==> src/rtl/chess_turn_controller_pkg.sv <==
// rtl/chess_turn_controller_pkg.sv - shared state, winner and counter definitions for the turn controller
package chess_turn_controller_pkg;

    typedef enum logic [2:0] {
        IDLE      = 3'd0,
        WHITE_RUN = 3'd1,
        BLACK_RUN = 3'd2,
        PAUSED    = 3'd3,
        GAME_OVER = 3'd4
    } state_t;

    localparam logic [1:0] WIN_NONE  = 2'b00;
    localparam logic [1:0] WIN_WHITE = 2'b01;
    localparam logic [1:0] WIN_BLACK = 2'b10;

    localparam int MOVE_W = 10;

endpackage

==> src/rtl/chess_turn_controller_button_pulse_sync.sv <==
// rtl/chess_turn_controller_button_pulse_sync.sv - 2-flop synchronizer plus rising-edge detector for one pushbutton
module button_pulse_sync (
    input  logic OutClock,
    input  logic reset,
    input  logic btn,
    output logic pulse
);

    logic meta;
    logic sync;
    logic sync_d;

    // Two flops tame the asynchronous button level; the third keeps last cycle's value for edge detection.
    always_ff @(posedge OutClock or posedge reset) begin
        if (reset) begin
            meta   <= 1'b0;
            sync   <= 1'b0;
            sync_d <= 1'b0;
        end else begin
            meta   <= btn;
            sync   <= meta;
            sync_d <= sync;
        end
    end

    // One pulse per press, no matter how long the button is held.
    assign pulse = sync & ~sync_d;

endmodule

==> src/rtl/chess_turn_controller.sv <==
// rtl/chess_turn_controller.sv - turn/pause/flag-fall FSM driving the two countdown timers
module chess_turn_controller
    import chess_turn_controller_pkg::*;
#(
    parameter int MAX_MOVES = 999,
    parameter bit INC_EN    = 1'b0
) (
    input  logic              OutClock,
    input  logic              reset,
    input  logic              StartBtn,
    input  logic              PauseBtn,
    input  logic              WhiteBtn,
    input  logic              BlackBtn,
    input  logic              ZeroWhite,
    input  logic              ZeroBlack,
    output logic              FlagWhite,
    output logic              FlagBlack,
    output logic              IncWhite,
    output logic              IncBlack,
    output logic              Turn,
    output logic              Paused,
    output logic              GameOver,
    output logic [1:0]        Winner,
    output logic [MOVE_W-1:0] MoveCount
);

    localparam logic [MOVE_W-1:0] MOVE_MAX = MOVE_W'(MAX_MOVES);

    state_t state;
    logic   start_p;
    logic   pause_p;
    logic   white_p;
    logic   black_p;

    button_pulse_sync u_start (.OutClock(OutClock), .reset(reset), .btn(StartBtn), .pulse(start_p));
    button_pulse_sync u_pause (.OutClock(OutClock), .reset(reset), .btn(PauseBtn), .pulse(pause_p));
    button_pulse_sync u_white (.OutClock(OutClock), .reset(reset), .btn(WhiteBtn), .pulse(white_p));
    button_pulse_sync u_black (.OutClock(OutClock), .reset(reset), .btn(BlackBtn), .pulse(black_p));

    // Game FSM with every output registered; within a state, zero beats start beats pause beats move.
    always_ff @(posedge OutClock or posedge reset) begin
        if (reset) begin
            state     <= IDLE;
            FlagWhite <= 1'b0;
            FlagBlack <= 1'b0;
            IncWhite  <= 1'b0;
            IncBlack  <= 1'b0;
            Turn      <= 1'b0;
            Paused    <= 1'b0;
            GameOver  <= 1'b0;
            Winner    <= WIN_NONE;
            MoveCount <= '0;
        end else begin
            IncWhite <= 1'b0;
            IncBlack <= 1'b0;
            case (state)
                IDLE: begin
                    if (start_p) begin
                        state     <= WHITE_RUN;
                        Turn      <= 1'b0;
                        FlagWhite <= 1'b1;
                    end
                end
                WHITE_RUN: begin
                    if (ZeroWhite) begin
                        state     <= GAME_OVER;
                        FlagWhite <= 1'b0;
                        GameOver  <= 1'b1;
                        Winner    <= WIN_BLACK;
                    end else if (pause_p) begin
                        state     <= PAUSED;
                        FlagWhite <= 1'b0;
                        Paused    <= 1'b1;
                    end else if (white_p) begin
                        state     <= BLACK_RUN;
                        Turn      <= 1'b1;
                        FlagWhite <= 1'b0;
                        FlagBlack <= 1'b1;
                        IncWhite  <= INC_EN;
                    end
                end
                BLACK_RUN: begin
                    if (ZeroBlack) begin
                        state     <= GAME_OVER;
                        FlagBlack <= 1'b0;
                        GameOver  <= 1'b1;
                        Winner    <= WIN_WHITE;
                    end else if (pause_p) begin
                        state     <= PAUSED;
                        FlagBlack <= 1'b0;
                        Paused    <= 1'b1;
                    end else if (black_p) begin
                        state     <= WHITE_RUN;
                        Turn      <= 1'b0;
                        FlagBlack <= 1'b0;
                        FlagWhite <= 1'b1;
                        IncBlack  <= INC_EN;
                        if (MoveCount < MOVE_MAX) begin
                            MoveCount <= MoveCount + 1'b1;
                        end
                    end
                end
                PAUSED: begin
                    if (pause_p) begin
                        Paused <= 1'b0;
                        if (Turn) begin
                            state     <= BLACK_RUN;
                            FlagBlack <= 1'b1;
                        end else begin
                            state     <= WHITE_RUN;
                            FlagWhite <= 1'b1;
                        end
                    end
                end
                GAME_OVER: begin
                    if (start_p) begin
                        state     <= IDLE;
                        GameOver  <= 1'b0;
                        Winner    <= WIN_NONE;
                        MoveCount <= '0;
                        Turn      <= 1'b0;
                    end
                end
                default: begin
                    state     <= IDLE;
                    FlagWhite <= 1'b0;
                    FlagBlack <= 1'b0;
                    Paused    <= 1'b0;
                    GameOver  <= 1'b0;
                end
            endcase
        end
    end

endmodule
==> config.mk <==
export PLATFORM = sky130hd
export DESIGN_NAME = chess_turn_controller
export DESIGN_NICKNAME = d
export VERILOG_FILES = /design/src/rtl/chess_turn_controller_pkg.sv /design/src/rtl/chess_turn_controller_button_pulse_sync.sv /design/src/rtl/chess_turn_controller.sv
export SDC_FILE = /design/constraint.sdc
export NUM_CORES = 1
export LEC_CHECK = 0
export CORE_UTILIZATION = 48
export DETAILED_ROUTE_END_ITERATION = 10
export GPL_ROUTABILITY_DRIVEN = 0
export PLACE_DENSITY = 0.77
export SLEW_MARGIN = 25
export SYNTH_ARGS = -nofsm -noshare
export SYNTH_HDL_FRONTEND = slang
export SYNTH_HIERARCHICAL = 1
export SYNTH_SLANG_ARGS = --single-unit
==> constraint.sdc <==
create_clock -name OutClock -period 2.4 [get_ports OutClock]
set_input_delay 0.48 -clock OutClock [delete_from_list [all_inputs] [get_ports OutClock]]
set_output_delay 0.48 -clock OutClock [all_outputs]
set_load 0.02 [all_outputs]
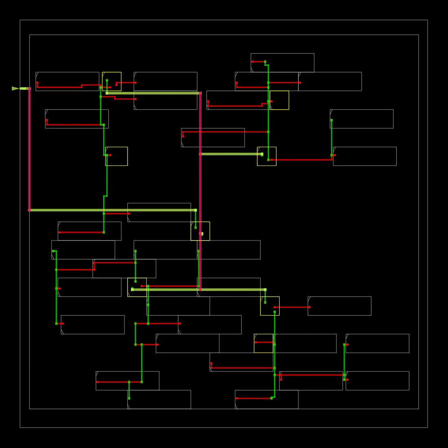
**Above:** the clock network.
CTS Buf Count: 5
clk_skew: 0.004602 ns
flip-flops: 32
Late-Pin Clk Latency: 0.33 ns

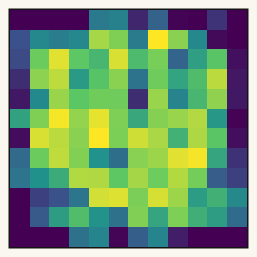
**Above:** local utilization.
(4 px per µm) The die is cut into 12 by 12 equal tiles; dark purple is low, yellow is high, 0 to 100% covered.
tiles over 75% full	38%
fullest tile	100%
nearly empty tiles	13%
mean over tiles	53%
densest ninth of the die	middle
Init Core Util: 51.14%
final core utilization: 62.48%
core area: 0.003078 mm²

==> summary.txt <==
Sw power -> 0.8317 mW
Row cnt -> 20
Critical path launch point type -> flip-flop
Status -> complete, no violations
# Cells Yosys -> 158
Post-cts resize count -> 0
Yosys aoi share -> 19.95%
Seq share, synth -> 50.87%
Layout area overhead -> 22.18%
Share of cells above drive strength 1 -> 12.30%
Top layer in use -> met4
Worst setup slack for register-to-register paths -> 0.30 ns
Vias -> 1289
Nets -> 195
Die area -> 0.003512 mm²
Detail Route Antenna Nets -> 0
Maxcap violations -> 0
WHS Path Cells -> 0
Setup tns final -> 0 ns
Minimum clock period -> 2.097 ns
Mapped Avg Cell Area -> 9.962 µm²
Leakage -> 0.8279 nW
Die X -> 59.27 µm
Placed insts -> 223
Slew margin rel. -> 59.82%
R2R Path Start -> state[1]$_DFFE_PP0P_
XORs/XNORs by Area -> 1.669%
Adder Area Share -> 0.7949%
Clock Path Buffers -> 2
Internal Power -> 1.190 mW
Ys flop type -> dfrtp_1
Setup crit end kind -> flip-flop
Global route overflow -> 0
DRT iter0 DRCs -> 138
Ys flops -> 32
Stage-log warning count -> 26
Flop area -> 800.8 µm²
Worst R2R Path Depth -> 5
Final routed DRC violation total -> 0
Post-placement cell area -> 0.001862 mm²
Cycle use final -> 87.38%
CTS tree -> built
Crit path kind -> reg -> reg
Postcts setup bufs -> 0
Ys async rst share -> 100.0%
Logic pwr share -> 43.8%
First-pass GRT wire length -> 5.506 mm
DRT Wirelength -> 3.365 mm
WHS Endpoint -> u_black/sync$_DFF_PP0_
Logic area -> 709.4 µm²
Yosys simple share -> 20.75%
Antenna violations before repair -> 0
IR drop worst, VDD -> 658.2 µV
Hpwl dp -> 2.425 mm
Hold WC Path Type -> reg -> reg
Endpoints failing hold -> 0
Fin Hold WS -> 0.3608 ns
Yosys cell types -> 46
Worst EP arrival -> 2.37 ns
Pwr dens -> 1052 mW/mm²
Post-synth EDFFs -> 0
FMAX -> 0.4769 GHz
Max-slew violations -> 0
Yosys warning tally -> 6
Largest net degree at the start of global routing -> 21
Hold-fix buffers, CTS -> 0
Final Non-Filler Cells -> 231
H-tree levels -> 2
Met2 wire length -> 1.629 mm
WL/cell -> 14.57 µm
Worst Path Max Fanout -> 16
Multiplexer share -> 1.431%
Worst-Margin Slew -> 0.5972 ns
Number of global-route vias before repair -> 1155
Min-delay src -> u_black/meta$_DFF_PP0_
Vias per Instance -> 5.580
Worst-path clk slew -> 0.11 ns
Final setup viols -> 0
Setup crit start -> state[1]$_DFFE_PP0P_
Switching share of power -> 41.13%
DR pass1 iterations -> 4
Leading cell types in the layout, fill and taps excluded -> dfrtp_1 (32), clkdlybuf4s50_1 (24), nor2_1 (17), nand2_1 (14), a21oi_1 (10)
Setup WS pre-CTS -> 0.2417 ns
Clock share of power -> 15.7%
WL met3 -> 221 µm
Top logic family -> simple AND/OR/NAND/NOR gates
Filler cell count -> 263
Final setup margin -> 0.3029 ns
Total global-route track usage -> 21.76%
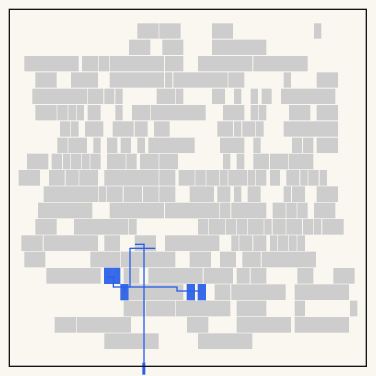
**Above:** wires at chosen ports, followed through buffers.
(6 px per µm)
port	color	bits	direction	edge	end cells	buffers	wire
`reset`	blue	1	input	bottom	5	1	50.7 µm
I/O Buffers: 24
I/O pins: 27

area by class of cell:
class,count,area share [%]
multi-input combinational,111,36.89
sequential,32,41.64
clock inverter,3,1.236
inverter,9,1.757
timing repair buffer,27,13.66
clock buffer,5,1.952
tap,44,2.863
state kept, by name, indices dropped and copies added, names as in the netlist:
signal,count
MoveCount,10
u_start/meta,1
GameOver,1
u_black/sync_d,1
u_pause/sync_d,1
u_white/meta,1
u_pause/sync,1
u_white/sync,1
state,3
u_black/sync,1
u_start/sync,1
u_start/sync_d,1
Winner,2
u_white/sync_d,1
Paused,1
FlagBlack,1
Turn,1
u_black/meta,1
u_pause/meta,1
FlagWhite,1
cells in the mapped netlist, types with 3 or more instances:
library cell	n	area, µm²
nand2_1	14	52.55
nor2_1	17	63.81
nand2b_1	3	18.77
dfrtp_1	32	800.8
o21ai_0	8	40.04
nor2b_4	4	55.05
and3_1	3	18.77
inv_1	9	33.78
clkbuf_1	4	15.01
nand3_1	6	30.03
nor3_1	3	15.01
a21oi_1	10	50.05
a211oi_1	3	22.52
xor2_1	3	26.28
power groups by stage:
stage,Sequential (mW),Combinational (mW),Clock (mW)
final,0.820,0.886,0.317
after global routing,0.840,0.981,0.350
after global placement,0.821,0.855,0
after CTS,0.817,0.884,0.325
after detailed placement,0.827,0.882,0
after floorplan,0.854,0.534,0
critical path: stages, from the launching register on:
cell	delay, ns
dfrtp_1	0.63
or3b_4	0.48
a31oi_4	0.23
o21ai_2	0.14
or4_1	0.47
nand3_1	0.09
routing by layer:
metal  track usage (%)  vias to the layer above
met4             8.163                        0
met1             28.47                      605
met5                 0                        -
met2             34.03                       60
li1                  -                      616
met3             6.550                        8
Power is estimated from default activity; no workload was simulated.
